`src/rtl/lc3b_scoreboard_pkg.sv`:
```
// Shared types and default sizes for the LC-3b decode scoreboard.
//   lc3b_reg    : architectural register id
//   lc3b_sb_cnt : per-register / CC in-flight write counter at default width
package lc3b_scoreboard_pkg;

  localparam int unsigned LC3B_NUM_REGS = 8;
  localparam int unsigned LC3B_REG_W    = 3;
  localparam int unsigned LC3B_NUM_SRC  = 2;
  localparam int unsigned LC3B_SB_CNT_W = 2;

  typedef logic [LC3B_REG_W-1:0]    lc3b_reg;
  typedef logic [LC3B_SB_CNT_W-1:0] lc3b_sb_cnt;

endpackage

```
`src/rtl/lc3b_scoreboard_if.sv`:
```
// Decode/writeback bundle between the pipeline and the scoreboard.
//   master : decode + writeback side (drives dec_*, wb_*, issue_ready, flush)
//   slave  : scoreboard (drives dep_stall, issue, busy, underflow_err)
interface lc3b_scoreboard_if #(
  parameter int unsigned NUM_SRC = 2,
  parameter int unsigned REG_W   = 3
);

  logic                     dec_valid;
  logic [NUM_SRC*REG_W-1:0] dec_src_id;
  logic [NUM_SRC-1:0]       dec_src_needed;
  logic                     dec_needs_cc;
  logic                     dec_ld_reg;
  logic [REG_W-1:0]         dec_drid;
  logic                     dec_ld_cc;
  logic                     issue_ready;
  logic                     wb_valid;
  logic                     wb_ld_reg;
  logic [REG_W-1:0]         wb_drid;
  logic                     wb_ld_cc;
  logic                     flush;
  logic                     dep_stall;
  logic                     issue;
  logic                     busy;
  logic                     underflow_err;

  modport master (
    output dec_valid, dec_src_id, dec_src_needed, dec_needs_cc, dec_ld_reg,
           dec_drid, dec_ld_cc, issue_ready, wb_valid, wb_ld_reg, wb_drid,
           wb_ld_cc, flush,
    input  dep_stall, issue, busy, underflow_err
  );

  modport slave (
    input  dec_valid, dec_src_id, dec_src_needed, dec_needs_cc, dec_ld_reg,
           dec_drid, dec_ld_cc, issue_ready, wb_valid, wb_ld_reg, wb_drid,
           wb_ld_cc, flush,
    output dep_stall, issue, busy, underflow_err
  );

endinterface

```
`src/rtl/lc3b_scoreboard_sb_counter.sv`:
```
// One in-flight write counter (register or CC).
//   inc       : an issuing instruction writes this resource
//   dec       : a retiring instruction writes this resource
//   clr       : synchronous clear, overrides inc/dec
//   cnt       : registered count
//   zero/full : count is 0 / all-ones
//   underflow : retire seen while the count is 0 (count holds at 0)
module sb_counter #(
  parameter int unsigned W = 2
) (
  input  logic         clk,
  input  logic         rst_n,
  input  logic         inc,
  input  logic         dec,
  input  logic         clr,
  output logic [W-1:0] cnt,
  output logic         zero,
  output logic         full,
  output logic         underflow
);

  logic [W-1:0] cnt_q;
  logic [W-1:0] cnt_d;
  logic         inc_ok;
  logic         dec_ok;

  assign zero      = (cnt_q == '0);
  assign full      = (cnt_q == '1);
  assign underflow = dec & zero;
  assign inc_ok    = inc & ~full;
  assign dec_ok    = dec & ~zero;
  assign cnt       = cnt_q;

  // Simultaneous accepted inc and dec cancel out.
  always_comb begin
    cnt_d = cnt_q;
    if (clr) begin
      cnt_d = '0;
    end else if (inc_ok && !dec_ok) begin
      cnt_d = cnt_q + W'(1);
    end else if (dec_ok && !inc_ok) begin
      cnt_d = cnt_q - W'(1);
    end
  end

  always_ff @(posedge clk or negedge rst_n) begin
    if (!rst_n) begin
      cnt_q <= '0;
    end else begin
      cnt_q <= cnt_d;
    end
  end

endmodule

```
`src/rtl/lc3b_scoreboard.sv`:
```
// Counter-based register/CC scoreboard beside decode.
//   clk, rst_n : clock, async active-low reset
//   sb (slave) : decode request, writeback retire, flush in;
//                dep_stall/issue (combinational), busy, sticky underflow_err out
// Counter index NUM_REGS is the condition-code counter.
module lc3b_scoreboard
  import lc3b_scoreboard_pkg::*;
#(
  parameter int unsigned NUM_REGS  = LC3B_NUM_REGS,
  parameter int unsigned REG_W     = LC3B_REG_W,
  parameter int unsigned NUM_SRC   = LC3B_NUM_SRC,
  parameter int unsigned CNT_W     = LC3B_SB_CNT_W,
  parameter int unsigned WB_BYPASS = 1
) (
  input logic              clk,
  input logic              rst_n,
  lc3b_scoreboard_if.slave sb
);

  localparam int unsigned NUM_CTR = NUM_REGS + 1;
  localparam int unsigned CC_IDX  = NUM_REGS;
  localparam bit          BYP     = (WB_BYPASS != 0);

  logic [NUM_CTR-1:0]  ctr_inc;
  logic [NUM_CTR-1:0]  ctr_dec;
  logic [NUM_CTR-1:0]  ctr_zero;
  logic [NUM_CTR-1:0]  ctr_full;
  logic [NUM_CTR-1:0]  ctr_one;
  logic [NUM_CTR-1:0]  ctr_uf;
  logic [CNT_W-1:0]    ctr_cnt [NUM_CTR];

  logic [NUM_REGS-1:0] reg_zero;
  logic [NUM_REGS-1:0] reg_full;
  logic [NUM_REGS-1:0] reg_one;

  logic                wb_reg;
  logic                wb_cc;
  logic                hazard;
  logic [REG_W-1:0]    src;
  logic                dep_stall_c;
  logic                issue_c;
  logic                underflow_q;

  for (genvar g = 0; g < NUM_CTR; g++) begin : g_ctr
    sb_counter #(.W(CNT_W)) u_ctr (
      .clk       (clk),
      .rst_n     (rst_n),
      .inc       (ctr_inc[g]),
      .dec       (ctr_dec[g]),
      .clr       (sb.flush),
      .cnt       (ctr_cnt[g]),
      .zero      (ctr_zero[g]),
      .full      (ctr_full[g]),
      .underflow (ctr_uf[g])
    );
    assign ctr_one[g] = (ctr_cnt[g] == CNT_W'(1));
  end

  assign reg_zero = ctr_zero[NUM_REGS-1:0];
  assign reg_full = ctr_full[NUM_REGS-1:0];
  assign reg_one  = ctr_one[NUM_REGS-1:0];
  assign wb_reg   = sb.wb_valid & sb.wb_ld_reg;
  assign wb_cc    = sb.wb_valid & sb.wb_ld_cc;

  // RAW on sources/CC (a last-writer retiring now resolves it when bypassing),
  // plus saturation of the destination counters.
  always_comb begin
    hazard = 1'b0;
    src    = '0;
    for (int k = 0; k < NUM_SRC; k++) begin
      src = sb.dec_src_id[k*REG_W +: REG_W];
      if (sb.dec_src_needed[k] && !reg_zero[src] &&
          !(BYP && reg_one[src] && wb_reg && (sb.wb_drid == src))) begin
        hazard = 1'b1;
      end
    end
    if (sb.dec_needs_cc && !ctr_zero[CC_IDX] &&
        !(BYP && ctr_one[CC_IDX] && wb_cc)) begin
      hazard = 1'b1;
    end
    if (sb.dec_ld_reg && reg_full[sb.dec_drid]) begin
      hazard = 1'b1;
    end
    if (sb.dec_ld_cc && ctr_full[CC_IDX]) begin
      hazard = 1'b1;
    end
  end

  assign dep_stall_c = sb.dec_valid & hazard;
  assign issue_c     = sb.dec_valid & sb.issue_ready & ~dep_stall_c;

  // Counter strobes from the issuing and retiring instructions.
  always_comb begin
    ctr_inc = '0;
    ctr_dec = '0;
    for (int r = 0; r < NUM_REGS; r++) begin
      ctr_inc[r] = issue_c & sb.dec_ld_reg & (sb.dec_drid == REG_W'(r));
      ctr_dec[r] = wb_reg & (sb.wb_drid == REG_W'(r));
    end
    ctr_inc[CC_IDX] = issue_c & sb.dec_ld_cc;
    ctr_dec[CC_IDX] = wb_cc;
  end

  // Sticky until reset.
  always_ff @(posedge clk or negedge rst_n) begin
    if (!rst_n) begin
      underflow_q <= 1'b0;
    end else if (|ctr_uf) begin
      underflow_q <= 1'b1;
    end
  end

  assign sb.dep_stall     = dep_stall_c;
  assign sb.issue         = issue_c;
  assign sb.busy          = ~(&ctr_zero);
  assign sb.underflow_err = underflow_q;

endmodule

```
`src/flat_wrapper.sv`:
```
// flat-port wrapper written by rule: the top's interface ports become plain ports
module lc3b_scoreboard_flat import lc3b_scoreboard_pkg::*;
#(
  parameter int unsigned NUM_REGS  = LC3B_NUM_REGS,
  parameter int unsigned REG_W     = LC3B_REG_W,
  parameter int unsigned NUM_SRC   = LC3B_NUM_SRC,
  parameter int unsigned CNT_W     = LC3B_SB_CNT_W,
  parameter int unsigned WB_BYPASS = 1
)
  (clk, rst_n, sb_dec_valid, sb_dec_src_id, sb_dec_src_needed, sb_dec_needs_cc, sb_dec_ld_reg, sb_dec_drid, sb_dec_ld_cc, sb_issue_ready, sb_wb_valid, sb_wb_ld_reg, sb_wb_drid, sb_wb_ld_cc, sb_flush, sb_dep_stall, sb_issue, sb_busy, sb_underflow_err);
  lc3b_scoreboard_if #(.NUM_SRC(NUM_SRC), .REG_W(REG_W)) sb_i ();
  input logic clk;
  input logic rst_n;
  input wire logic [$bits(sb_i.dec_valid)-1:0] sb_dec_valid;
  input wire logic [$bits(sb_i.dec_src_id)-1:0] sb_dec_src_id;
  input wire logic [$bits(sb_i.dec_src_needed)-1:0] sb_dec_src_needed;
  input wire logic [$bits(sb_i.dec_needs_cc)-1:0] sb_dec_needs_cc;
  input wire logic [$bits(sb_i.dec_ld_reg)-1:0] sb_dec_ld_reg;
  input wire logic [$bits(sb_i.dec_drid)-1:0] sb_dec_drid;
  input wire logic [$bits(sb_i.dec_ld_cc)-1:0] sb_dec_ld_cc;
  input wire logic [$bits(sb_i.issue_ready)-1:0] sb_issue_ready;
  input wire logic [$bits(sb_i.wb_valid)-1:0] sb_wb_valid;
  input wire logic [$bits(sb_i.wb_ld_reg)-1:0] sb_wb_ld_reg;
  input wire logic [$bits(sb_i.wb_drid)-1:0] sb_wb_drid;
  input wire logic [$bits(sb_i.wb_ld_cc)-1:0] sb_wb_ld_cc;
  input wire logic [$bits(sb_i.flush)-1:0] sb_flush;
  output wire logic [$bits(sb_i.dep_stall)-1:0] sb_dep_stall;
  output wire logic [$bits(sb_i.issue)-1:0] sb_issue;
  output wire logic [$bits(sb_i.busy)-1:0] sb_busy;
  output wire logic [$bits(sb_i.underflow_err)-1:0] sb_underflow_err;
  assign sb_i.dec_valid = sb_dec_valid;
  assign sb_i.dec_src_id = sb_dec_src_id;
  assign sb_i.dec_src_needed = sb_dec_src_needed;
  assign sb_i.dec_needs_cc = sb_dec_needs_cc;
  assign sb_i.dec_ld_reg = sb_dec_ld_reg;
  assign sb_i.dec_drid = sb_dec_drid;
  assign sb_i.dec_ld_cc = sb_dec_ld_cc;
  assign sb_i.issue_ready = sb_issue_ready;
  assign sb_i.wb_valid = sb_wb_valid;
  assign sb_i.wb_ld_reg = sb_wb_ld_reg;
  assign sb_i.wb_drid = sb_wb_drid;
  assign sb_i.wb_ld_cc = sb_wb_ld_cc;
  assign sb_i.flush = sb_flush;
  assign sb_dep_stall = sb_i.dep_stall;
  assign sb_issue = sb_i.issue;
  assign sb_busy = sb_i.busy;
  assign sb_underflow_err = sb_i.underflow_err;
  lc3b_scoreboard #(.NUM_REGS(NUM_REGS), .REG_W(REG_W), .NUM_SRC(NUM_SRC), .CNT_W(CNT_W), .WB_BYPASS(WB_BYPASS)) u_core (.clk(clk), .rst_n(rst_n), .sb(sb_i));
endmodule
```
`config.mk`:
```
export PLATFORM = sky130hd
export DESIGN_NAME = lc3b_scoreboard_flat
export DESIGN_NICKNAME = d
export VERILOG_FILES = /design/src/rtl/lc3b_scoreboard_pkg.sv /design/src/rtl/lc3b_scoreboard_if.sv /design/src/rtl/lc3b_scoreboard_sb_counter.sv /design/src/rtl/lc3b_scoreboard.sv /design/src/flat_wrapper.sv
export SDC_FILE = /design/constraint.sdc
export NUM_CORES = 1
export LEC_CHECK = 0
export CORE_MARGIN = 2
export CORE_UTILIZATION = 30
export CTS_BUF_LIST = sky130_fd_sc_hd__clkbuf_16
export DETAILED_ROUTE_END_ITERATION = 8
export PLACE_DENSITY_LB_ADDON = 0.3
export SLEW_MARGIN = 10
export SYNTH_ARGS = -nofsm -noshare
export SYNTH_HDL_FRONTEND = slang
export SYNTH_SLANG_ARGS = --single-unit
export TNS_END_PERCENT = 50
```
`constraint.sdc`:
```
create_clock -name clk -period 2.8 [get_ports clk]
set_input_delay 0.56 -clock clk [delete_from_list [all_inputs] [get_ports clk]]
set_output_delay 0.56 -clock clk [all_outputs]
set_load 0.03 [all_outputs]
```
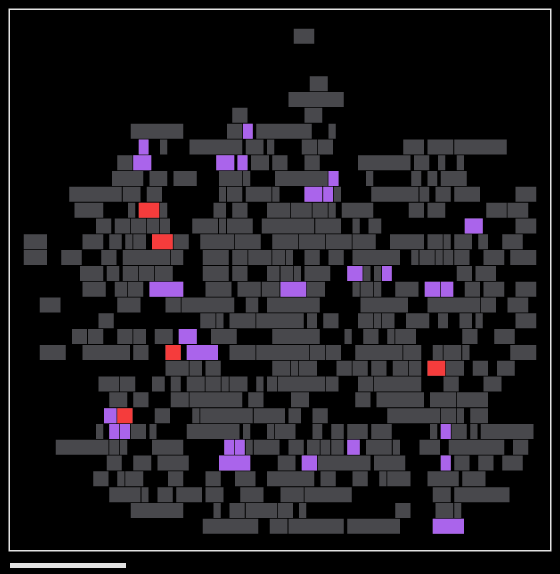
*Gate families picked out*
Scale bar: 20 um.
AND-OR and OR-AND gates: in red, cells 5. inverting AOI/OAI gates: in purple, cells 28.

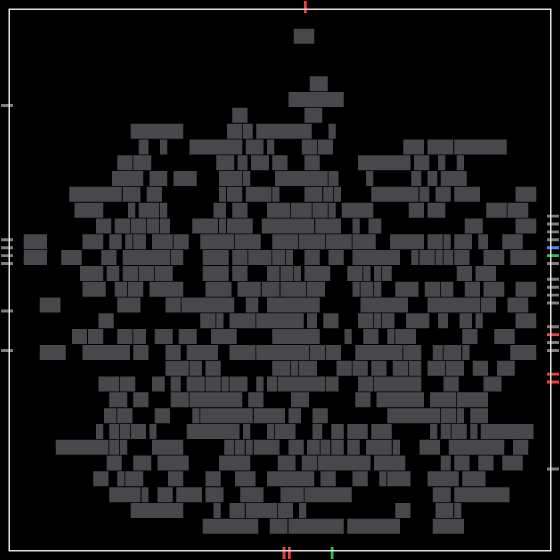
*Ports around the boundary*
Pins as bars across the die edge, other pins in gray.
sb_issue_ready: in blue, pins 1, direction input, edge east. sb_dec_src_id: in red, pins 6, direction input, edge 3 east, 2 south, 1 north. sb_dec_src_needed: in green, pins 2, direction input, edge 1 east, 1 south.
All pins by edge: 18 east, 7 west, 3 south, 1 north.

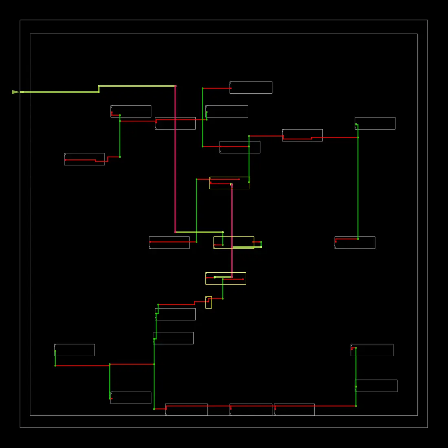
*Clock nets*
cts bufs inserted: 3
clock sinks: 19
clock buffers: 3
clk ins delay skew pair: 0.26 ns

==> out/metrics.yaml <==
status: "finished, violations left"
violations: "setup timing"
finalCritPeriodShare_pct: 106
port_buffers: 28
finalCriticalPeriod_ns: 2.97
fin_nets: 413
p_sw_share_pct: 37.3
ff_type: "dfrtp_1"
nMultiInputCombCells: 197
seqAreaFraction_pct: 13.5
edf_count: 0
crit_family: "multiplexers"
async_flop_share_pct: 100
fin_ws_ns: -0.173
die_w_um: 92.9
drt_iter0_markers: 122
hp-class: "register to register"
syn_nets: 311
fin_cells: 454
fp-utilization_pct: 30.9
timing.rr.start: "u_core.g_ctr[3].u_ctr.cnt[0]$_DFFE_PN0P_"
clock_power_share_pct: 21.7
whs_path_depth: 2
core_area_sq_mm: 0.00769
tightestPinTransition_ns: 0.392
min_from: "u_core.sb.underflow_err$_DFFE_PN0P_"
combGateArea_sq_mm: 0.00189
largest_class: "logic gates"
tool_warnings: 55
finalClockSkew_ns: 0.00346
layout_top_cells: "70 x buf_4, 22 x inv_1, 21 x ha_1, 17 x clkdlybuf4s50_1"
area_growth_pct: 51.1
ctsHoldBuffers: 0
n_antenna_cell: 0
final_layout_top_logic_cell: "buf_4"
slew_violations: 0
timing.max_cap.violations: 0
final_area_sq_mm: 0.00358
peakVddDrop_v: 0.000200
ys_sh_mux_pct: 11.8
post_cts_resized: 38
comb_power_share_pct: 55.3
seq_cell_power_mw: 0.340
antenna_found_initial: 0
p_per_area_mw_per_mm2: 412
n_fill_cell: 758
min_to: "u_core.sb.underflow_err$_DFFE_PN0P_"
die_y_um: 92.9
routed_wl_um: 7390
p_comb_mw: 0.817
flop_area_sq_um: 483
top_power_group: "combinational cells"
grt.met3_usage_pct: 3.09
grt_setup_unrepaired: "yes"
clkCellAreaFrac_pct: 2.20
drive_gt1_share_pct: 39.8
taps: 102
yosys_cells: 251
place_congestion: 0.890
reg2reg_setup_slack_ns: -0.05
simple_gate_share_pct: 23.0
fin_util_pct: 46.6
path_clk_slew_ns: 0.07
start_kind: "register"
ys_ff: 19
grt_max_degree: 20
pg_clk_mw: 0.321
post_cts_buffers: 4
route.met3.wl_um: 454
dp_hpwl_um: 5630
flop-count: 19
num_io_pins: 29
place_area_sq_mm: 0.00323
finalSetupViolCount: 3
synth_chip_area_sq_mm: 0.00237
syn_inst: 251
dr.pass1.iters: 4
p_sw_mw: 0.551
cts-root-buf: "clkbuf_16"
total_power_mw: 1.48
finalSetupTns_ns: -0.353
fmax_mhz: 336
adder_share_pct: 20.2
slowest_stage: "mux4_2"
met2_length_um: 3320
h-tree-depth: 1
syn_area_sq_mm: 0.00237
endpoint: "sb_dep_stall"
r2r_cells: 10
hold_slack_ns: 0.508
critPathMaxFanout: 3
grt_pass1_vias: 2401
syn_avg_cell_area_sq_um: 9.45
clock_path_buffers: 2
synth.logic.top_family: "simple AND/OR/NAND/NOR gates"
use_met2_pct: 28.3
global_route.usage.met1_pct: 25.3
crit_chain: "buf_4 > ha_1 > mux4_2 > a22o_1 > nor2_4 > nor2_4 > buf_6 > nor2b_4 > buf_6"
yosysWarnings: 0
power.leakage_nw: 1.48
-- kinds of logic (layout without fill, tap and decap cells) --
group / after synthesis / count (layout)
and+or+nand+nor: 91 / 91
adders and majority gates: 39 / 39
buffers and inverters: 35 / 136
AOI/OAI and AO/OA: 33 / 33
xor gates and xnor gates: 20 / 20
DFF: 19 / 19
muxes: 14 / 14
-- synth_stat cells, types with 5 or more instances --
cell,n,area (sq um)
a21oi_1,5,25.0
and3_1,6,37.5
clkbuf_1,5,18.8
dfrtp_1,19,475
ha_1,35,438
inv_1,25,93.8
mux4_2,11,248
nand2_1,9,33.8
nand3_1,5,25.0
nand4_1,6,37.5
nand4b_1,5,43.8
nor2_1,18,67.6
nor3_1,9,45.0
o21ai_0,6,30.0
or3_1,7,43.8
xnor2_1,16,140
